==> config.mk <==
export PLATFORM = sky130hd
export DESIGN_NAME = snn_mac_scheduler_flat
export DESIGN_NICKNAME = d
export VERILOG_FILES = /design/src/rtl/snn_mac_scheduler_pkg.sv /design/src/rtl/snn_mac_scheduler_if.sv /design/src/rtl/snn_vmem_bank.sv /design/src/rtl/snn_mac_scheduler.sv /design/src/flat_wrapper.sv
export SDC_FILE = /design/constraint.sdc
export NUM_CORES = 1
export LEC_CHECK = 0
export ABC_AREA = 1
export CAP_MARGIN = 20
export CELL_PAD_IN_SITES_DETAIL_PLACEMENT = 0
export CELL_PAD_IN_SITES_GLOBAL_PLACEMENT = 1
export CORE_MARGIN = 1
export CORE_UTILIZATION = 42
export CTS_BUF_LIST = sky130_fd_sc_hd__clkbuf_4 sky130_fd_sc_hd__clkbuf_8 sky130_fd_sc_hd__clkbuf_16
export DETAILED_ROUTE_END_ITERATION = 6
export PLACE_DENSITY_LB_ADDON = 0.1
export SLEW_MARGIN = 10
export SYNTH_ARGS = -nofsm -noshare
export SYNTH_HDL_FRONTEND = slang
export SYNTH_SLANG_ARGS = --single-unit
==> constraint.sdc <==
create_clock -name clk -period 8.06 [get_ports clk]
set_input_delay 1.612 -clock clk [delete_from_list [all_inputs] [get_ports clk]]
set_output_delay 1.612 -clock clk [all_outputs]
set_load 0.005 [all_outputs]
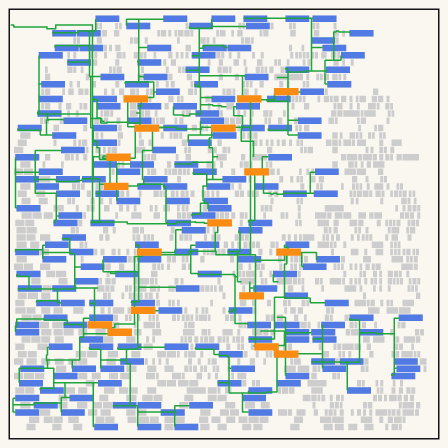
*Clock wires, drivers and flops*
clock-net drivers: in orange, count 17. flip-flops: in blue, count 188. clock wires: in green, length 2,490 um.
Position of the flops: all over the die. There are 18 routed clock nets.
Clock Skew: 15.6 ps
Late-Pin Clk Latency: 450 ps

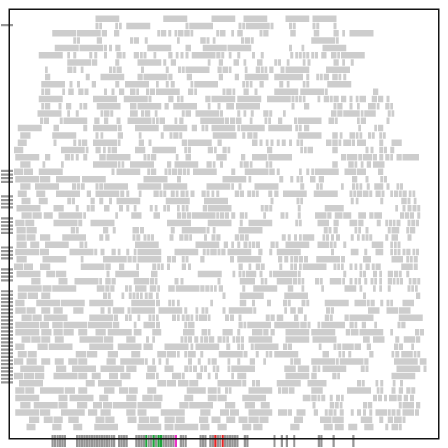
*Pin placement*
Pins as bars across the die edge, other pins in grey.
bus_pix_addr: in red, pins 2, direction output, edge bottom. bus_spike_valid: in magenta, pins 1, direction output, edge bottom. bus_spike_id: in green, pins 4, direction output, edge bottom.
All pins by edge: 71 bottom, 48 left.
vertical die size: 160 um
Port Buf Inserts: 118
DIE WIDTH: 160 um

==> changes_impl.md <==
### Physical design

* Router iterations before antenna repair at 5
* Util after Layout at 51.6%
* Yosys warning tally at 0
* Worst slew pin tran at ~1100 ps
* Max_cap viols at 0
* Main logic family after synthesis: simple AND/OR/NAND/NOR gates
* Ys flop type: dfrtp_1
* Simple share at about 28%
* Slew Limit Fails at 0
* Setup TNS at 0 ps
* Nets at between 1,500 and 2,000
* Clk sinks at ~190
* NonClk Buf Share at about 10%
* Detailed-route DRC error count at 0
* First-pass GRT wire length at between 50,000 and 60,000 um
* Hold_buf cts at 0
* M3 GR Usage at 4.75%
* Max reg flops at around 120
* Status: finished, final reports clean
* Top Layout Cells: nand2_1, dfrtp_1, clkdlybuf4s50_1
* Chip Area at 25,500 sq um
* Synth Cell Area at ~10,000 sq um
* Critical path depth in cells at 23
* Design Area, Final at 12,500 sq um
* Endpoints failing hold at 0
* Crit path kind: reg2reg
* Placed cell count at between 1,500 and 2,000
* Largest class: multi-input combinational cells
* GR Overflow Total at 0
* Vias in the first global route at ~9,400
* Vias/cell at between 5 and 6
* Clk pin slew, worst setup/hold paths at approximately 70 ps
* RSZ-0062 raised after global routing: false
* I/O pin total at 119
* M1 GR Usage at 35.9%
* Post-DP HPWL at around 22,000 um
* Critical-path top delay cell: nand2_2
* FMAX at ~170 MHz
* Clock buf/inv share at 4.86%
* AO/OA Area Share at 10.3%
* Area growth, synth to finish at 20.1%
* Largest net degree at the start of global routing at between 100 and 150
* Mux area share at under 10%
* Flops at 188
* WL met2 at about 15,000 um
* CP endpoint kind: flip-flop
* Final setup margin at between 2000 and 2500 ps
* CORE AREA at 24,300 sq um
* WP data required at 8440 ps
* Buffers plus inverters on the worst setup path at 4
* Comb area share at 40.9%
* Clock Path Buffers at 2
* GRT met2 Usage at 41.1%
* Storage cell area at approximately 4700 sq um
* Cts bufs inserted at 17
* N_diodes at 0
* DRT iter0 DRCs at approximately 750
* Signal buffers at 131
* Top Metal Used: met4
* GP Congestion at 0.848
* Setup Viol. Count Final at 0
* Ratio of cells with drive above 1 in the final layout at under 10%
* Adder Area Share at under 10%
* Non-filler cells, final at 1,746
* Cycle use final at around three quarters
* Flop2flop setup slack at roughly 2100 ps
cell usage after synthesis (3+ instances only):
library cell  instances  area (sq um)
buf_4                 4          30.0
a22oi_1               3          22.5
o21bai_1              5          37.5
nand4_1              78           488
o21ai_1               6          30.0
nor2_1               98           368
xor2_1               10          87.6
mux2_2               45           507
o21ai_0             100           500
o22ai_1              24           150
clkinv_1              9          33.8
ha_1                 33           413
dfrtp_1             188          4700
nand3_1              62           310
nor2_2                4          25.0
clkbuf_1             37           139
buf_1                 6          22.5
nor3_1                9          45.0
xnor2_1               5          43.8
a21oi_1              56           280
nand2_1             391          1470
inv_1                83           312
or2_2                 3          18.8
nand3_2               4          40.0
nand2_2              21           131
inv_2                 7          26.3
